==> run_1/final_clocks.png <==
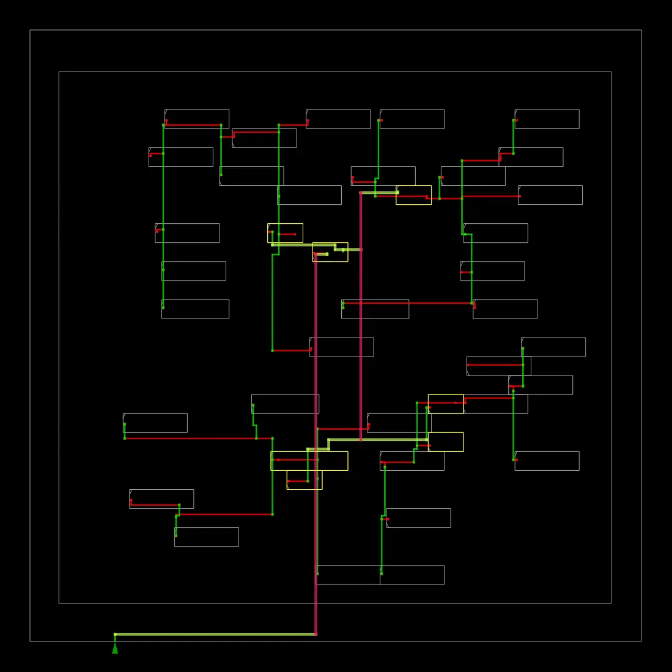
==> run_1/metal_stack.png <==
(6 px per µm)
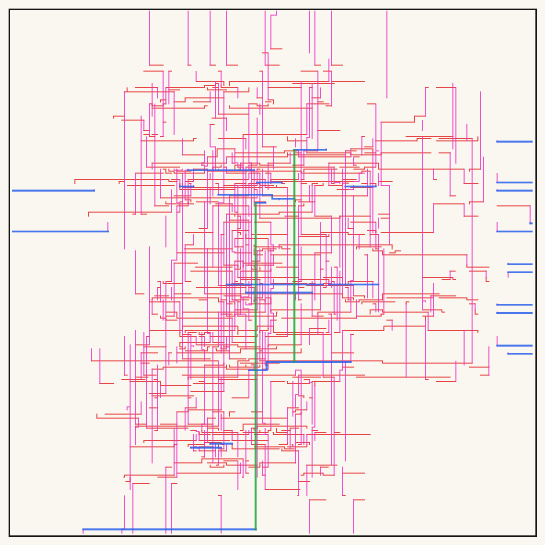
==> run_1/registers.png <==
(6 px per µm)
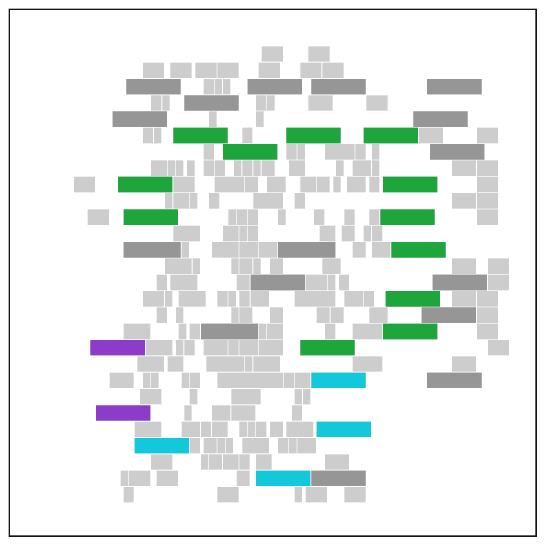
===== src/rtl/adc_sar_controller.sv =====
// adc_sar_controller: sample-then-binary-search control FSM for the 12-bit SAR ADC.
// The trial code, result and state live in registers, and every output decodes from them.
module adc_sar_controller #(
  parameter int unsigned SAMPLE_CYCLES = 2
) (
  input  logic        clk,
  input  logic        rst_n,
  input  logic        start_i,
  input  logic        comp_i,
  output logic        sample_o,
  output logic [11:0] dac_data_o,
  output logic        busy_o,
  output logic [11:0] result_o,
  output logic        result_valid_o
);

  // state   | meaning
  // IDLE    | waiting for start_i; last resolved code stays on the DAC bus
  // SAMPLE  | sampling switches closed, DAC at midscale, down-counter running
  // CONVERT | one bit decided per cycle, bit_idx from 11 down to 0
  // DONE    | result published with a one-cycle valid strobe

  typedef enum logic [1:0] {
    IDLE    = 2'd0,
    SAMPLE  = 2'd1,
    CONVERT = 2'd2,
    DONE    = 2'd3
  } state_t;

  localparam logic [3:0]  SAMPLE_LOAD = 4'(SAMPLE_CYCLES - 1);
  localparam logic [11:0] MIDSCALE    = 12'h800;
  localparam logic [3:0]  MSB_IDX     = 4'd11;

  state_t      state, next_state;
  logic [3:0]  sample_cnt, next_sample_cnt;
  logic [3:0]  bit_idx, next_bit_idx;
  logic [11:0] code, next_code;
  logic [11:0] result, next_result;
  logic [11:0] bit_mask;
  logic [11:0] kept_code;

  always_ff @(posedge clk or negedge rst_n) begin
    if (!rst_n) begin
      state      <= IDLE;
      sample_cnt <= 4'd0;
      bit_idx    <= MSB_IDX;
      code       <= 12'h000;
      result     <= 12'h000;
    end else begin
      state      <= next_state;
      sample_cnt <= next_sample_cnt;
      bit_idx    <= next_bit_idx;
      code       <= next_code;
      result     <= next_result;
    end
  end

  always_comb begin
    next_state      = state;
    next_sample_cnt = sample_cnt;
    next_bit_idx    = bit_idx;
    next_code       = code;
    next_result     = result;
    sample_o        = 1'b0;
    busy_o          = 1'b1;
    result_valid_o  = 1'b0;

    // Mask-based bit update: clearing a rejected bit can never borrow or wrap.
    bit_mask  = 12'h001 << bit_idx;
    kept_code = comp_i ? code : (code & ~bit_mask);

    case (state)
      IDLE: begin
        busy_o = 1'b0;
        if (start_i) begin
          next_state      = SAMPLE;
          next_sample_cnt = SAMPLE_LOAD;
          next_code       = MIDSCALE;
        end
      end

      SAMPLE: begin
        sample_o = 1'b1;
        if (sample_cnt == 4'd0) begin
          next_state   = CONVERT;
          next_bit_idx = MSB_IDX;
          next_code    = MIDSCALE;
        end else begin
          next_sample_cnt = sample_cnt - 4'd1;
        end
      end

      CONVERT: begin
        if (bit_idx != 4'd0) begin
          next_code    = kept_code | (bit_mask >> 1);
          next_bit_idx = bit_idx - 4'd1;
        end else begin
          next_code   = kept_code;
          next_result = kept_code;
          next_state  = DONE;
        end
      end

      DONE: begin
        result_valid_o = 1'b1;
        next_state     = IDLE;
      end

      default: begin
        busy_o     = 1'b0;
        next_state = IDLE;
      end
    endcase
  end

  assign dac_data_o = code;
  assign result_o   = result;

endmodule

===== config.mk =====
export PLATFORM = sky130hd
export DESIGN_NAME = adc_sar_controller
export DESIGN_NICKNAME = d
export VERILOG_FILES = /design/src/rtl/adc_sar_controller.sv
export SDC_FILE = /design/constraint.sdc
export NUM_CORES = 1
export LEC_CHECK = 0
export CAP_MARGIN = 20
export CORE_MARGIN = 4
export CORE_UTILIZATION = 30
export CTS_CLUSTER_SIZE = 25
export DETAILED_ROUTE_END_ITERATION = 10
export GPL_TIMING_DRIVEN = 0
export SYNTH_ARGS = -nofsm -noshare
export SYNTH_HDL_FRONTEND = slang
export SYNTH_SLANG_ARGS = --single-unit

===== constraint.sdc =====
create_clock -name clk -period 2.3 [get_ports clk]
set_input_delay 0.345 -clock clk [delete_from_list [all_inputs] [get_ports clk]]
set_output_delay 0.345 -clock clk [all_outputs]
set_load 0.005 [all_outputs]

==> results_slide.txt, run 1 <==
Flow Results at a Glance

Routing
  • Top layer reached by signal wires: met4
  • DRC viols: 0
  • WL met2: approximately 2200 µm
  • Met3 WL: around 220 µm
  • Routed length on met1: roughly 2000 µm
  • Via-to-Cell Ratio: slightly above 5
  • Total number of vias: 1590

Logic synthesis
  • Share of the synthesized area in the top cell type: between 40% and 50%
  • Basic Gates by Area: 17.79%
  • Number of enable-type register cells in the synthesized netlist: 0
  • Post-synth top flop: sky130_fd_sc_hd__dfrtp_1
  • Cell type with the largest total area after synthesis: sky130_fd_sc_hd__dfrtp_1
  • Yosys synthesis warning count: 0
  • Cell count listed in synth_stat.txt: 196
  • Chip area line of the yosys report: 1899 µm²
  • Number of unique standard cell types used by synthesis: between 40 and 50
  • Post-synthesis instance area: 1899 µm²

STA
  • Accumulated negative setup slack: 0 ns
  • Relative max-transition margin: a little under half

Final layout
  • Logic area: between 900 and 1000 µm²
  • Most used logic cell in the final layout: sky130_fd_sc_hd__dfrtp_1
  • Count of placed standard cells in the final layout, fillers left out: between 300 and 400
  • Number of filler cells placed in the layout: a little under 600
  • FF+latch area: around 850 µm²

Power
  • Pwr Density: between 1000 and 1500 nW/µm²
  • Total power of the final layout: between 0.003 and 0.004 W

Setup path
  • R2R Setup Slk: 0.19 ns
  • Critical path capture point type: flop
  • Worst path bufs/invs: 2
  • Path depth of the worst reg2reg path: 7
  • Slowest stage cell, crit path: sky130_fd_sc_hd__dfstp_2
  • Worst reg2reg endpoint: bit_idx[3]
  • Chain of cells forming the critical path: inv_1 -> ha_1 -> nor3b_4 -> nand2_4 -> buf_2 -> a21oi_1 -> a311oi_1
  • CP Data Arrival Time: between 2 and 2.5 ns
  • Worst-path fanout max: 10
  • Reg-to-Reg Start: bit_idx[0]
  • Crit path capture: bit_idx[3]

GRT
  • Met1 Track Usage GR: 16.01%
  • Fraction of met2 tracks used by global routing: roughly a fifth
  • Busiest layer in global routing: met2
  • Via count of the first global-routing pass: about 1500
  • Wire length of the first global-routing pass: 7272 µm

Die
  • Floorplan row count: 28
  • Initial standard-cell utilization of the core: between 30% and 40%
  • Horiz. Die Dim: 87.57 µm
  • Vertical die dimension: 87.57 µm

Clock network
  • Maximum buffer depth of the clock tree: 2

Placement
  • Count of buffers from port buffering: 30
  • Routability Congestion: slightly below 0.9

Outcome
  • Result of the run: completed
## Picture notes: final_clocks.png
setup clock skew after layout: 0.007548 ns
clock network power consumption: 0.000571 W
worst skew pair latency: 0.29 ns

## Picture notes: metal_stack.png
red -> met1  # wire length 2030 µm
magenta -> met2  # wire length 2150 µm
green -> met4  # wire length 89.8 µm
blue -> met3  # wire length 216 µm

## Picture notes: registers.png
green -> `dac_data_o`  # sequential cells 12
purple -> `state`  # sequential cells 2
cyan -> `sample_cnt`  # sequential cells 4, where south

[run 1: layout make-up]
cell class                 count  area share [%]
buffer                         8           2.174
clock buffer                   6           3.416
clock inverter                 1           1.242
inverter                      10           1.553
multi-input combinational    144           40.17
sequential                    34           35.35
tap                           75           3.882
timing repair buffer          30           12.22
[run 1: registers in the layout, summed over array words and instances, names as in the netlist]
signal / flops
bit_idx: 4
dac_data_o: 12
result_o: 12
sample_cnt: 4
state: 2
[run 1: repair_timing]
action / 4_1_cts / 5_1_grt
buffers inserted: 0 / 0
resized: 1 / 2
setup endpoints to repair: 8 / 2
gates cloned: 0 / 0
hold endpoints to repair: 0 / 0
hold buffers: 0 / 0
[run 1: power breakdown]
group | internal [W] | switching, W
registers | 0.000807 | 0.000172
logic | 0.000751 | 0.000845
clock network | 0.000347 | 0.000224
==> inputs of run 2 (changes only) <==
Settings changed: CORE_MARGIN 4 to default.
==> run_2/registers.png <==
(6 px per µm)
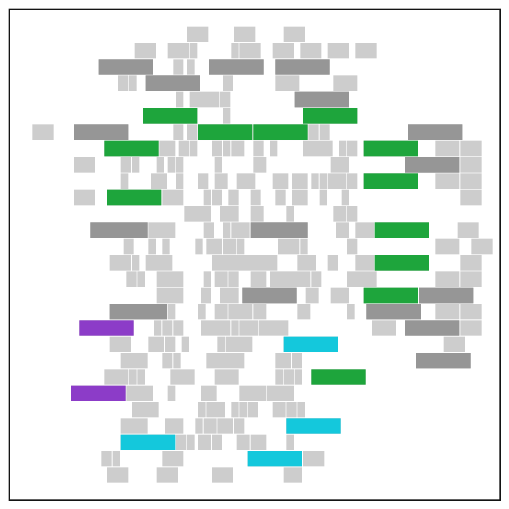
purple -> `state`  # sequential cells 2
green -> `dac_data_o`  # sequential cells 12
cyan -> `sample_cnt`  # sequential cells 4, where south
not coloured = 16

==> results_slide.txt, run 2 <==
Flow Results at a Glance

Final layout
  • FF+latch area: approximately 850 µm²
  • Multi-input combinational cell count: approximately 140
  • Count of plain and timing-repair buffers: 38
  • Count of clock buffers in the final design: 7
  • Top logic cells by instance count in the layout: sky130_fd_sc_hd__dfrtp_1, sky130_fd_sc_hd__clkdlybuf4s50_1, sky130_fd_sc_hd__nand2_1, sky130_fd_sc_hd__o21ai_0, sky130_fd_sc_hd__nor2_1
  • Fraction of area in multi-input gates: slightly above 40%
  • Most used logic cell in the final layout: sky130_fd_sc_hd__dfrtp_1
  • Number of flip-flops and latches: 34
  • Count of nets after finishing: roughly 250
  • Logic area: 970.9 µm²
  • Non-Clock Inverter Count: 10
  • Clock-cell share of area: 4.411%
  • Number of filler cells placed in the layout: between 600 and 700
  • Seq/total area: between 30 and 40%
  • Share of final layout cell area taken by non-clock buffers: 14.43%

Setup path
  • Worst-path fanout max: 10
  • Crit path capture: dac_data_o[8]
  • R2R Setup Slk: ~0.20 ns
  • Critical path capture point type: flop
  • Worst reg2reg endpoint: dac_data_o[8]

Die
  • Number of well-tap cells placed: between 70 and 80
  • Initial standard-cell utilization of the core: 31.52%
  • Floorplan row count: 28
  • Horiz. Die Dim: 81.57 µm
  • Vertical die dimension: slightly above 80 µm

Logic synthesis
  • Chip area line of the yosys report: roughly 1900 µm²
  • Synth top cells by count: sky130_fd_sc_hd__dfrtp_1, sky130_fd_sc_hd__nand2_1, sky130_fd_sc_hd__o21ai_0
  • Post-Synthesis Cells: around 200
  • Cell count listed in synth_stat.txt: slightly below 200
  • Post-synth top flop: sky130_fd_sc_hd__dfrtp_1
  • Post-synthesis instance area: between 1500 and 2000 µm²
  • Cell type with the largest total area after synthesis: sky130_fd_sc_hd__dfrtp_1
  • Number of unique standard cell types used by synthesis: around 50
  • Syn nets: 211
  • Yosys synthesis warning count: 0
  • Number of enable-type register cells in the synthesized netlist: 0

Routing
  • Routed length on met1: a little under 2000 µm
  • Total number of vias: 1599
  • WL met2: around 2100 µm
  • DRC viols: 0
  • Via-to-Cell Ratio: 5.175
  • Top layer reached by signal wires: met4
  • Met3 WL: about 190 µm

Clock network
  • Maximum buffer depth of the clock tree: 2
  • Hold_buf cts: 0
  • Post-CTS setup-driven buffer insertion count: 0
  • Worst skew pair latency: just under 0.3 ns

Power
  • Clock network power consumption: between 0.0005 and 0.0006 W
  • Switching pwr: 0.001238 W
  • Clock network power share: between 10% and 20%
  • Share of power burned in combinational logic: about half
  • Internal Pwr Total: around 0.0019 W
  • Sequential cell fraction of total power: a little under a third
  • Switching portion of total power: between 30% and 40%
  • Sequential-cell power consumption: approximately 0.00098 W
  • Top power consumer group: combinational cells
  • Total power of the final layout: a little over 0.003 W

Placement
  • Routability Congestion: between 0.8 and 0.9
  • Count of buffers from port buffering: 30

GRT
  • Overall Global Routing Usage: approximately 15%
  • Wire length of the first global-routing pass: 7396 µm
  • Busiest layer in global routing: met2
  • Via count of the first global-routing pass: between 1500 and 2000
  • Fraction of met2 tracks used by global routing: between 20% and 30%
  • Met1 Track Usage GR: around 19%

STA
  • Relative max-transition margin: 49.40%
  • Accumulated negative setup slack: 0 ns
  • Setup clock skew after layout: between 0.004 and 0.005 ns

Outcome
  • Result of the run: completed
==> run_2/pdn.png <==
(4 px per µm) Pins as bars on the die edge. Tap cells in grey.
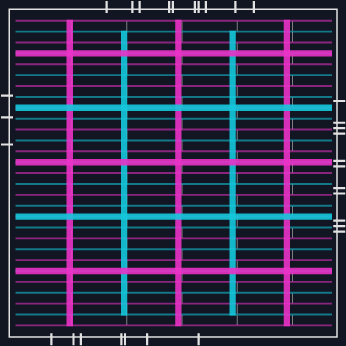
cyan -> VDD
magenta -> VSS
tap cells = 75
signal pins = 31

## run 2: logic make-up (layout without fill, tap and decap cells)
kind of cell               Yosys count  count (layout)  synth area share, %
AOI/OAI and AO/OA                   55              55                19.90
adders and majority gates           11              11                7.246
buffers and inverters               18              56                4.743
DFF                                 34              34                44.99
muxes                                9               9                5.336
and+or+nand+nor                     69              69                17.79
## run 2: worst max-delay path, cell delays in order (launching register included)
cell and delay [ns]:
sky130_fd_sc_hd__dfrtp_1 0.38, sky130_fd_sc_hd__inv_1 0.13, sky130_fd_sc_hd__ha_1 0.20, sky130_fd_sc_hd__or3b_1 0.37, sky130_fd_sc_hd__buf_6 0.15, sky130_fd_sc_hd__a211oi_2 0.26, sky130_fd_sc_hd__buf_4 0.22, sky130_fd_sc_hd__o21ai_0 0.10
sky130_fd_sc_hd__a22o_1 0.18
Power figures rest on the tool's default switching activity, not on a simulated workload.
